==> src/rtl/light_sensor_filter_bank.sv <==
// Multi-channel light-sensor debouncer with a run-time threshold and rise/fall strobes.
// Optional per-channel glitch counters are enabled by defining LIGHT_SENSOR_GLITCH_COUNT_EN.
module light_sensor_filter_bank #(
  parameter int CHANNELS        = 3,
  parameter int COUNT_W         = 17,
  parameter int DEFAULT_REPEATS = 25000,
  parameter int GLITCH_W        = 8,
  localparam int SEL_W          = (CHANNELS > 1) ? $clog2(CHANNELS) : 1
) (
  input  logic                clk,
  input  logic                reset,
  input  logic [CHANNELS-1:0] sensor_raw,
  input  logic                thr_load,
  input  logic [COUNT_W-1:0]  thr_value,
`ifdef LIGHT_SENSOR_GLITCH_COUNT_EN
  input  logic [SEL_W-1:0]    glitch_sel,
  input  logic                glitch_clr,
  output logic [GLITCH_W-1:0] glitch_count,
`endif
  output logic [COUNT_W-1:0]  threshold,
  output logic [CHANNELS-1:0] sensor_filtered,
  output logic [CHANNELS-1:0] rise_pulse,
  output logic [CHANNELS-1:0] fall_pulse,
  output logic [CHANNELS-1:0] busy
);

  // Last run count before acceptance; a zero threshold behaves as one.
  function automatic logic [COUNT_W-1:0] lastCount(input logic [COUNT_W-1:0] thr);
    return (thr == '0) ? '0 : thr - COUNT_W'(1);
  endfunction

  function automatic logic [GLITCH_W-1:0] satInc(input logic [GLITCH_W-1:0] val);
    return (val == '1) ? val : val + GLITCH_W'(1);
  endfunction

  logic [CHANNELS-1:0] sync_p0;
  logic [CHANNELS-1:0] sync_p1;
  logic [COUNT_W-1:0]  runCnt [CHANNELS];
  logic [COUNT_W-1:0]  runLast;
  logic [CHANNELS-1:0] mismatch;
  logic [CHANNELS-1:0] accept;

  always_comb begin
    runLast  = lastCount(threshold);
    mismatch = '0;
    accept   = '0;
    busy     = '0;
    for (int i = 0; i < CHANNELS; i++) begin
      mismatch[i] = sync_p1[i] ^ sensor_filtered[i];
      accept[i]   = mismatch[i] && (runCnt[i] >= runLast) && !thr_load;
      busy[i]     = (runCnt[i] != '0);
    end
  end

  // Stage p0/p1: two-flop synchronizer; then run counting against the accepted level
  always_ff @(posedge clk) begin
    if (reset) begin
      sync_p0         <= '0;
      sync_p1         <= '0;
      threshold       <= COUNT_W'(DEFAULT_REPEATS);
      sensor_filtered <= '0;
      rise_pulse      <= '0;
      fall_pulse      <= '0;
      for (int i = 0; i < CHANNELS; i++) runCnt[i] <= '0;
    end else begin
      sync_p0 <= sensor_raw;
      sync_p1 <= sync_p0;
      if (thr_load) threshold <= thr_value;
      for (int i = 0; i < CHANNELS; i++) begin
        rise_pulse[i] <= accept[i] && sync_p1[i];
        fall_pulse[i] <= accept[i] && !sync_p1[i];
        if (accept[i]) sensor_filtered[i] <= sync_p1[i];
        // A threshold reload restarts every pending run, even one about to be accepted.
        if (thr_load || !mismatch[i] || accept[i]) runCnt[i] <= '0;
        else runCnt[i] <= runCnt[i] + COUNT_W'(1);
      end
    end
  end

`ifdef LIGHT_SENSOR_GLITCH_COUNT_EN
  logic [GLITCH_W-1:0] glitchCnt [CHANNELS];

  // A rejected flicker is a pending run that ends with the line back at the accepted level.
  always_ff @(posedge clk) begin
    if (reset) begin
      for (int i = 0; i < CHANNELS; i++) glitchCnt[i] <= '0;
    end else begin
      for (int i = 0; i < CHANNELS; i++) begin
        if (glitch_clr && (glitch_sel == SEL_W'(i))) glitchCnt[i] <= '0;
        else if ((runCnt[i] != '0) && !mismatch[i]) glitchCnt[i] <= satInc(glitchCnt[i]);
      end
    end
  end

  always_comb begin
    glitch_count = '0;
    for (int i = 0; i < CHANNELS; i++) begin
      if (glitch_sel == SEL_W'(i)) glitch_count = glitchCnt[i];
    end
  end
`endif

endmodule

==> config.mk <==
export PLATFORM = sky130hd
export DESIGN_NAME = light_sensor_filter_bank
export DESIGN_NICKNAME = d
export VERILOG_FILES = /design/src/rtl/light_sensor_filter_bank.sv
export SDC_FILE = /design/constraint.sdc
export NUM_CORES = 1
export LEC_CHECK = 0
export ABC_AREA = 1
export CAP_MARGIN = 10
export CORE_MARGIN = 3
export CORE_UTILIZATION = 50
export DETAILED_ROUTE_END_ITERATION = 8
export GPL_ROUTABILITY_DRIVEN = 0
export GPL_TIMING_DRIVEN = 0
export PLACE_DENSITY_LB_ADDON = 0.08
export RECOVER_POWER = 25
export SYNTH_ARGS = -nofsm -noshare
export SYNTH_HDL_FRONTEND = slang
export SYNTH_SLANG_ARGS = --single-unit
==> constraint.sdc <==
create_clock -name clk -period 2.65 [get_ports clk]
set_clock_uncertainty 0.05 [all_clocks]
set_input_delay 0.265 -clock clk [delete_from_list [all_inputs] [get_ports clk]]
set_output_delay 0.265 -clock clk [all_outputs]
set_load 0.01 [all_outputs]
### PDN straps and rails

Scale bar: 20 um. Pins as bars on the die edge.
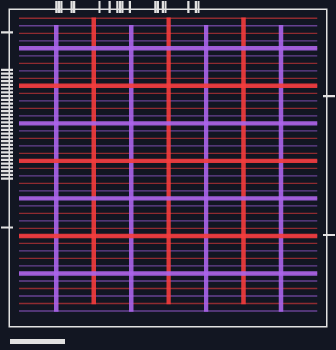
- purple: VSS
- red: VDD
- met5 straps: 7
- signal pins: 52
- rows: 39
- met1 rails: 40
Max VDD drop: 0.3962 mV
Die Y: 114.5 um

### Cells colored by class

Fill, decap, tap and diode cells in gray.
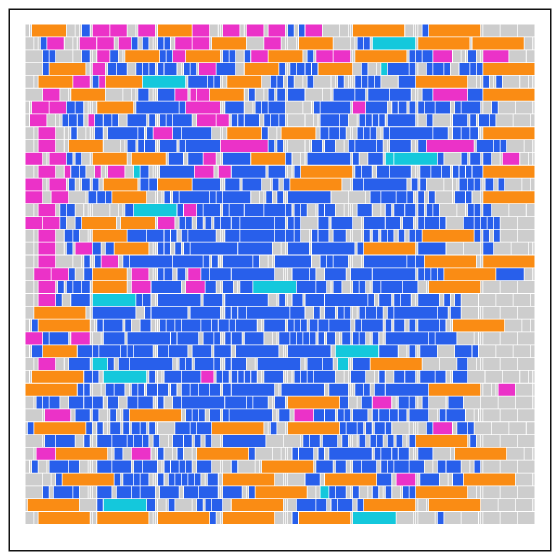
- cyan: clock drivers and dummy loads (cells 16; share of their area 3.4%)
- magenta: remaining buffers and delay cells (cells 88; share of their area 11%)
- blue: remaining logic cells (cells 721; share of their area 59%)
- orange: sequential cells (cells 83; share of their area 26%)
post-route cell area: 8452 um^2
Rows: 39
core area: 11,470 um^2

### Clock distribution

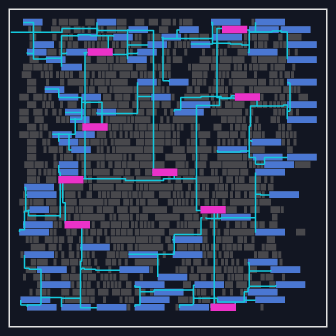
- cyan: clock wires (length 1,170 um)
- magenta: clock-net drivers (count 9)
- blue: flip-flops (count 83)
- flops lie: all over the die
power share of the clock group: 0.345
Clock Power: 1.21 mW
Clock Latency Late Sink: 0.34 ns

### Wiring by layer

Scale bar: 20 um. Two of the layers only.
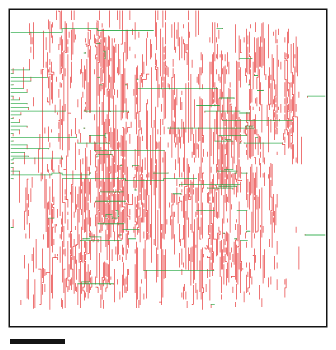
- green: M3 (wire length 737 um)
- red: M2 (wire length 7,920 um)
post-detailed-route wirelength per cell: 15.44 um
total track usage: 0.2417

### The clock network

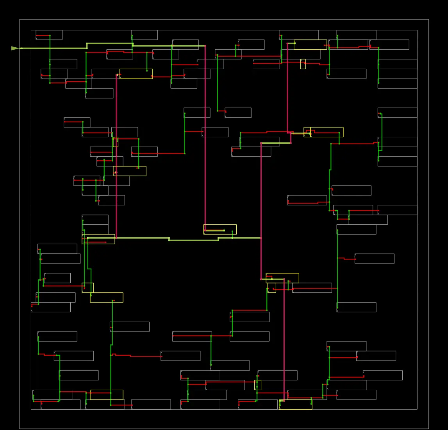
# clk buffers: 13
registers: 83
TritonCTS buffer count: 9
CTS sink cnt: 83

==> reports/results.tsv <==
metric	value	unit
f_max	337.3	MHz
crit path to	runCnt[2][15]	
total power	3.498	mW
Levels on crit path	17	
Register-to-Register Path Depth	17	
simple-gate share of the synthesized area	0.3130	
outcome	finished with violations	
failing checks	negative setup slack	
min setup slack post-route	-0.3151	ns
delay-heaviest family, CP	simple AND/OR/NAND/NOR gates	
hold_sp	sync_p0[1]	
root buf cell	clkbuf_16	
Comb pwr share	0.221	
most flop-heavy register	runCnt	
Clock Path Buffers	2	
ClkCell Share	0.03346	
largest net degree at the start of global routing	14	
final std cells w/o fill	1051	
final setup violating endpoints	59	
total wire length	16230	um
share of layout cells above drive strength 1	0.2698	
Power figures rest on the tool's default switching activity, not on a simulated workload.
